$ cat config.mk
export PLATFORM = sky130hd
export DESIGN_NAME = fetch_stage_flat
export DESIGN_NICKNAME = d
export VERILOG_FILES = /design/src/rtl/riscv_pkg.sv /design/src/rtl/fetch_stage_if.sv /design/src/rtl/fetch_hold_buf.sv /design/src/rtl/fetch_stage.sv /design/src/flat_wrapper.sv
export SDC_FILE = /design/constraint.sdc
export NUM_CORES = 1
export LEC_CHECK = 0
export CORE_UTILIZATION = 45
export DETAILED_ROUTE_END_ITERATION = 10
export PLACE_DENSITY = 0.82
export SETUP_SLACK_MARGIN = 0.5
export SLEW_MARGIN = 10
export SYNTH_ARGS = -nofsm -noshare
export SYNTH_HDL_FRONTEND = slang
export SYNTH_SLANG_ARGS = --single-unit
$ cat constraint.sdc
create_clock -name clk -period 23.3 [get_ports clk]
set_input_delay 5.825 -clock clk [delete_from_list [all_inputs] [get_ports clk]]
set_output_delay 5.825 -clock clk [all_outputs]
set_load 0.02 [all_outputs]
$ cat src/rtl/riscv_pkg.sv
// Shared RV32I pipeline definitions.
// Fetch FSM encodings and common constants.
package riscv_pkg;

  localparam int XLEN = 32;

  localparam logic [31:0] NOP_INSTR = 32'h0000_0013;

  typedef enum logic [1:0] {
    F_REQ     = 2'd0,
    F_WAIT    = 2'd1,
    F_DISCARD = 2'd2
  } fetch_state_e;

endpackage

$ cat src/rtl/fetch_stage_if.sv
// Instruction-memory request/response bus.
// One request outstanding at a time; response follows grant.
interface fetch_stage_if #(
  parameter int XLEN = 32
);
  logic            req;
  logic [XLEN-1:0] addr;
  logic            gnt;
  logic            rvalid;
  logic [31:0]     rdata;

  modport master (
    output req,
    output addr,
    input  gnt,
    input  rvalid,
    input  rdata
  );

  modport slave (
    input  req,
    input  addr,
    output gnt,
    output rvalid,
    output rdata
  );
endinterface

$ cat src/rtl/fetch_hold_buf.sv
// One-entry holding buffer for a fetched instruction.
// Catches a response while decode is stalled.
module fetch_hold_buf #(
  parameter int XLEN = 32
) (
  input  logic            clk,
  input  logic            rst,
  input  logic            i_clr,
  input  logic            i_load,
  input  logic            i_drain,
  input  logic [31:0]     i_instr,
  input  logic [XLEN-1:0] i_pc,
  output logic            o_valid,
  output logic [31:0]     o_instr,
  output logic [XLEN-1:0] o_pc
);

  logic            r_valid;
  logic [31:0]     r_instr;
  logic [XLEN-1:0] r_pc;

  // clear wins over load; load and drain never coincide
  always_ff @(posedge clk) begin
    if (rst || i_clr) begin
      r_valid <= 1'b0;
    end else if (i_load) begin
      r_valid <= 1'b1;
      r_instr <= i_instr;
      r_pc    <= i_pc;
    end else if (i_drain) begin
      r_valid <= 1'b0;
    end
  end

  assign o_valid = r_valid;
  assign o_instr = r_instr;
  assign o_pc    = r_pc;

endmodule

$ cat src/rtl/fetch_stage.sv
// RV32I instruction-fetch stage: fetch PC, imem FSM,
// holding buffer and IF/ID pipeline register.
module fetch_stage #(
  parameter int              XLEN     = 32,
  parameter logic [XLEN-1:0] RESET_PC = '0
) (
  input  logic            clk,
  input  logic            rst,
  input  logic            StallF,
  input  logic            StallD,
  input  logic            FlushD,
  input  logic            PCSrcE,
  input  logic [XLEN-1:0] PCTargetE,
  fetch_stage_if.master   imem,
  output logic [31:0]     InstrD,
  output logic [XLEN-1:0] PCD,
  output logic [XLEN-1:0] PCPlus4D,
  output logic            ValidD
);

  import riscv_pkg::*;

  fetch_state_e    r_state;
  fetch_state_e    w_state_nxt;
  logic [XLEN-1:0] r_pcf;
  logic [XLEN-1:0] r_pc_inflight;
  logic [XLEN-1:0] w_tgt;
  logic            w_req;
  logic            w_hs;
  logic            w_resp;
  logic            w_deliver;
  logic            w_buf_valid;
  logic            w_buf_load;
  logic            w_buf_drain;
  logic            w_buf_clr;
  logic [31:0]     w_buf_instr;
  logic [XLEN-1:0] w_buf_pc;

  assign w_tgt = PCTargetE & ~XLEN'(3);

  assign w_req = (r_state == F_REQ) & ~w_buf_valid
               & ~StallF & ~PCSrcE & ~rst;
  assign imem.req  = w_req;
  assign imem.addr = r_pcf;

  assign w_hs      = w_req & imem.gnt;
  assign w_resp    = imem.rvalid & (r_state == F_WAIT) & ~rst;
  assign w_deliver = w_resp & ~PCSrcE;

  assign w_buf_clr   = PCSrcE | FlushD;
  assign w_buf_load  = w_deliver & StallD & ~FlushD;
  assign w_buf_drain = w_buf_valid & ~StallD;

  fetch_hold_buf #(
    .XLEN (XLEN)
  ) u_hold_buf (
    .clk     (clk),
    .rst     (rst),
    .i_clr   (w_buf_clr),
    .i_load  (w_buf_load),
    .i_drain (w_buf_drain),
    .i_instr (imem.rdata),
    .i_pc    (r_pc_inflight),
    .o_valid (w_buf_valid),
    .o_instr (w_buf_instr),
    .o_pc    (w_buf_pc)
  );

  // next state: track outstanding request and its staleness
  always_comb begin
    w_state_nxt = r_state;
    unique case (r_state)
      F_REQ: begin
        if (w_hs) w_state_nxt = F_WAIT;
      end
      F_WAIT: begin
        if (imem.rvalid)  w_state_nxt = F_REQ;
        else if (PCSrcE)  w_state_nxt = F_DISCARD;
      end
      F_DISCARD: begin
        if (imem.rvalid) w_state_nxt = F_REQ;
      end
      default: w_state_nxt = F_REQ;
    endcase
  end

  // fetch FSM state register
  always_ff @(posedge clk) begin
    if (rst) r_state <= F_REQ;
    else     r_state <= w_state_nxt;
  end

  // fetch PC: redirect beats sequential advance
  always_ff @(posedge clk) begin
    if (rst) begin
      r_pcf         <= RESET_PC;
      r_pc_inflight <= '0;
    end else if (PCSrcE) begin
      r_pcf <= w_tgt;
    end else if (w_hs) begin
      r_pc_inflight <= r_pcf;
      r_pcf         <= r_pcf + XLEN'(4);
    end
  end

  // IF/ID register: flush > stall > buffer > direct > bubble
  always_ff @(posedge clk) begin
    if (rst) begin
      InstrD   <= NOP_INSTR;
      PCD      <= '0;
      PCPlus4D <= '0;
      ValidD   <= 1'b0;
    end else if (FlushD) begin
      InstrD <= NOP_INSTR;
      ValidD <= 1'b0;
    end else if (!StallD) begin
      if (w_buf_valid && !PCSrcE) begin
        InstrD   <= w_buf_instr;
        PCD      <= w_buf_pc;
        PCPlus4D <= w_buf_pc + XLEN'(4);
        ValidD   <= 1'b1;
      end else if (w_deliver) begin
        InstrD   <= imem.rdata;
        PCD      <= r_pc_inflight;
        PCPlus4D <= r_pc_inflight + XLEN'(4);
        ValidD   <= 1'b1;
      end else begin
        InstrD <= NOP_INSTR;
        ValidD <= 1'b0;
      end
    end
  end

endmodule

$ cat src/flat_wrapper.sv
// flat-port wrapper written by rule: the top's interface ports become plain ports
module fetch_stage_flat import riscv_pkg::*;
#(
  parameter int              XLEN     = 32,
  parameter logic [XLEN-1:0] RESET_PC = '0
)
  (clk, rst, StallF, StallD, FlushD, PCSrcE, PCTargetE, InstrD, PCD, PCPlus4D, ValidD, imem_req, imem_addr, imem_gnt, imem_rvalid, imem_rdata);
  fetch_stage_if #(.XLEN(XLEN)) imem_i ();
  input  logic clk;
  input  logic rst;
  input  logic StallF;
  input  logic StallD;
  input  logic FlushD;
  input  logic PCSrcE;
  input  logic [XLEN-1:0] PCTargetE;
  output logic [31:0] InstrD;
  output logic [XLEN-1:0] PCD;
  output logic [XLEN-1:0] PCPlus4D;
  output logic ValidD;
  output wire logic [$bits(imem_i.req)-1:0] imem_req;
  output wire logic [$bits(imem_i.addr)-1:0] imem_addr;
  input wire logic [$bits(imem_i.gnt)-1:0] imem_gnt;
  input wire logic [$bits(imem_i.rvalid)-1:0] imem_rvalid;
  input wire logic [$bits(imem_i.rdata)-1:0] imem_rdata;
  assign imem_req = imem_i.req;
  assign imem_addr = imem_i.addr;
  assign imem_i.gnt = imem_gnt;
  assign imem_i.rvalid = imem_rvalid;
  assign imem_i.rdata = imem_rdata;
  fetch_stage #(.XLEN(XLEN), .RESET_PC(RESET_PC)) u_core (.clk(clk), .rst(rst), .StallF(StallF), .StallD(StallD), .FlushD(FlushD), .PCSrcE(PCSrcE), .PCTargetE(PCTargetE), .imem(imem_i), .InstrD(InstrD), .PCD(PCD), .PCPlus4D(PCPlus4D), .ValidD(ValidD));
endmodule
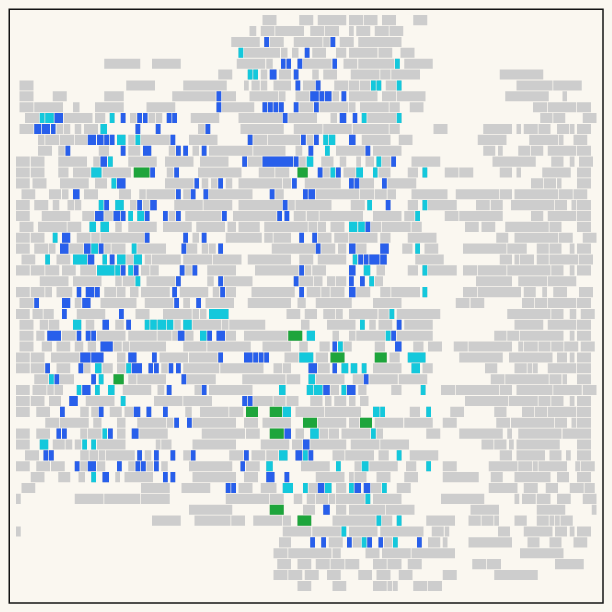
*Gate-type map*
Drawn at 4 px/µm.
green -> non-inverting ao/oa cells  # cells 13
blue -> nand cells  # cells 228
cyan -> nor cells  # cells 118

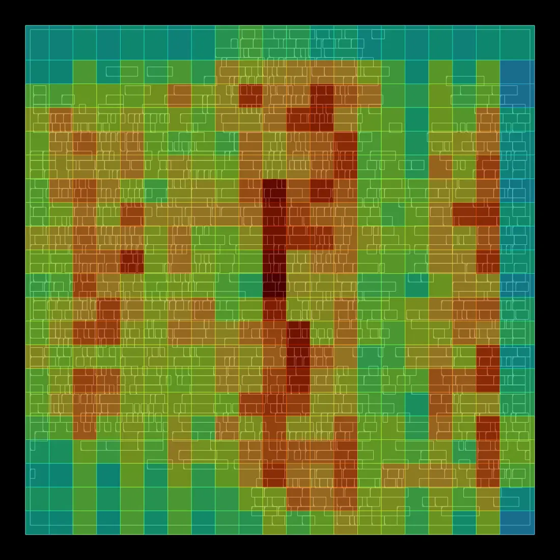
*Track usage over the die*
final core utilization: 59.4%
met3 GRT Util: 4.33%
Total GRT Usage: 22.0%
GRT busiest layer: met2
routed len/inst: 16.9 µm

==> impl_metrics.json <==
{
  "post_dp_cell_area_um2": 11600,
  "flop_cell": "dfxtp_1",
  "min_period_ns": 13.63,
  "fin_ws_ns": 9.67,
  "cts_max_level": 1,
  "gp_congestion": 0.837,
  "netlist_area_um2": 9600,
  "drtPass1Iterations": 6,
  "floorplan.core_util_pct": 45.8,
  "layout_worst_path_cycle_share_pct": 58.5,
  "r2r_slack_ns": 19.73,
  "io_buffers": 193,
  "critPathCaptureType": "output pin",
  "ys_sh_mux_pct": 5.12,
  "num_antenna_cells": 0,
  "maxSlewViolCount": 0,
  "synthSimpleGateAreaFrac_pct": 19.1,
  "crit_arrival_ns": 7.80,
  "drt_iter0_drc": 677,
  "cts_hold_buf": 0,
  "layout_top_cells": "clkdlybuf4s50_1, nand2_1, dfxtp_1",
  "synth-seq-cells": 218,
  "crit_fanout": 48,
  "synthTopCellsByArea": "dfxtp_1, edfxtp_1, nand2_1, mux2i_1, a21oi_1",
  "crit_type": "input port to output pin",
  "worstPathCellList": "clkdlybuf4s50_1, buf_4, nor4_1, and2_1, clkdlybuf4s50_1",
  "finalHoldViolations": 0,
  "crit_cells": 5,
  "antenna_found_initial": 0,
  "grt_pass1_vias": 7609,
  "cts.clk_slew.worst_paths_ns": 0.06,
  "fmax_ghz": 0.0734,
  "io-pin-count": 202,
  "p_per_area_nw_per_um2": 67.6,
  "clock_skew_ns": 0.0108,
  "synthCells": 1020,
  "die_area_um2": 21900,
  "final_area_um2": 12400,
  "edf_count": 62,
  "grt_pass1_wl_mm": 39.3,
  "avgSynthCellArea_um2": 9.41,
  "crit_path_start_kind": "input port",
  "outcome": "complete, no violations",
  "crit_path_start": "PCSrcE",
  "route.detailed.drc": 0,
  "detail_route.wirelength_mm": 24.8,
  "via_per_inst": 5.74,
  "final_nets": 1247,
  "top_logic_kind": "simple AND/OR/NAND/NOR gates",
  "reg2reg_depth": 10,
  "fin_cells": 1466,
  "vias": 8413,
  "cts_buffers": 24,
  "yosys-top-cells-count": "nand2_1, dfxtp_1, nor2_1",
  "place_ws_ns": 9.71,
  "setup_tns_ns": 0,
  "yosys_warnings": 0,
  "adder_share_pct": 0.261,
  "rr_startpoint": "u_core.u_hold_buf.o_valid",
  "tightest_slew_ns": 1.06,
  "mi_logic_area_um2": 4160,
  "lay_top_count": "clkdlybuf4s50_1",
  "grt_max_degree": 105,
  "finalSetupViolations": 0,
  "drtAntennaViolNets": 0,
  "critPathTopFamily": "buffers and inverters"
}
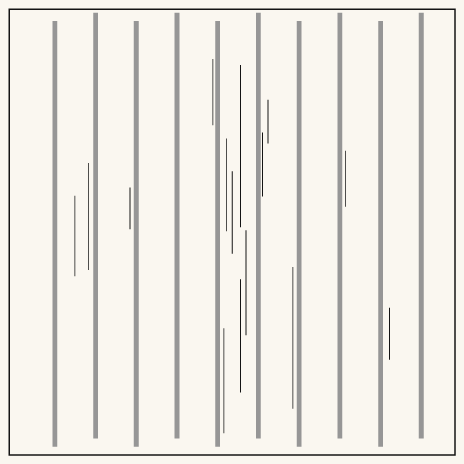
*Signal wires on met4*
Drawn at 3 px/µm. Supply wires on this layer in grey.
longest straight run = 53.7 µm
wire length on this layer = 433 µm
main direction = vertical
share of all routed wire = 1.8%
nets with wire on the layer = 11

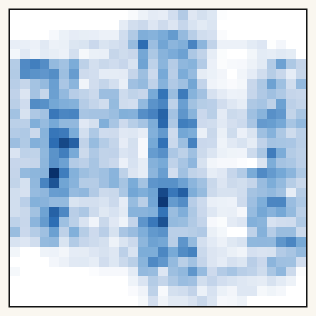
*Signal metal coverage by tile*
Drawn at 2 px/µm. 30 x 30 tiles, from white (low) to dark blue (high), scaled to the fullest tile. Values are wire area over tile area, all layers added.
fullest tile = 0.69
emptiest ninth of the die = north-east
mean over tiles = 0.19
tiles over half the peak = 13%
nearly empty tiles = 14%

==> final cells by class <==
type,instances,share of cell area (%)
Sequential cell,218,40.0
Multi-Input combinational cell,692,33.5
Timing Repair Buffer,206,16.2
Clock buffer,32,5.40
Tap cell,275,2.76
Clock inverter,12,1.17
Inverter,31,0.935
==> where the power goes <==
part           switching, mW  internal (mW)
Sequential           0.00703          0.394
Combinational         0.0280         0.0250
Clock                  0.151          0.236
==> routing by layer <==
metal,GRT usage [%],share of wire (%),wire length (µm),up-vias
met1,31.3,45,11100,3933
li1,-,-,-,4063
met5,0,0,0,-
met4,6.19,1.7,433,0
met2,34.1,45,11100,385
met3,4.33,8.7,2140,32
==> worst min path at each step <==
stage | to | slack [ns] | cells after the start
global placement | u_core.PCPlus4D[4] | 0.44 | 2
global route | u_core.u_hold_buf.o_pc[29] | 0.48 | 0
detailed placement | u_core.PCPlus4D[7] | 0.45 | 2
finish | u_core.PCPlus4D[7] | 0.45 | 2
CTS | u_core.PCPlus4D[7] | 0.45 | 2
floorplan | u_core.u_hold_buf.o_pc[29] | 0.43 | 0
==> registers in the layout, summed over array words and instances (netlist names) <==
register / cells
u_core.imem.addr: 30
u_core.ValidD: 1
u_core.u_hold_buf.o_instr: 32
u_core.PCPlus4D: 30
u_core.r_pc_inflight: 30
u_core.u_hold_buf.o_pc: 30
u_core.u_hold_buf.o_valid: 1
u_core.PCD: 30
u_core.InstrD: 32
u_core.r_state: 2
==> worst register-to-register path: stages (launching register included) <==
cell	delay [ns]
dfxtp_1	0.42
nor2b_4	0.17
buf_4	0.72
mux2_4	0.38
ha_1	0.21
nand2_1	0.07
mux2i_1	0.31
o2111ai_1	0.28
nor2_2	0.37
a2111oi_0	0.17
a311o_1	0.36
Power figures rest on the tool's default switching activity, not on a simulated workload.
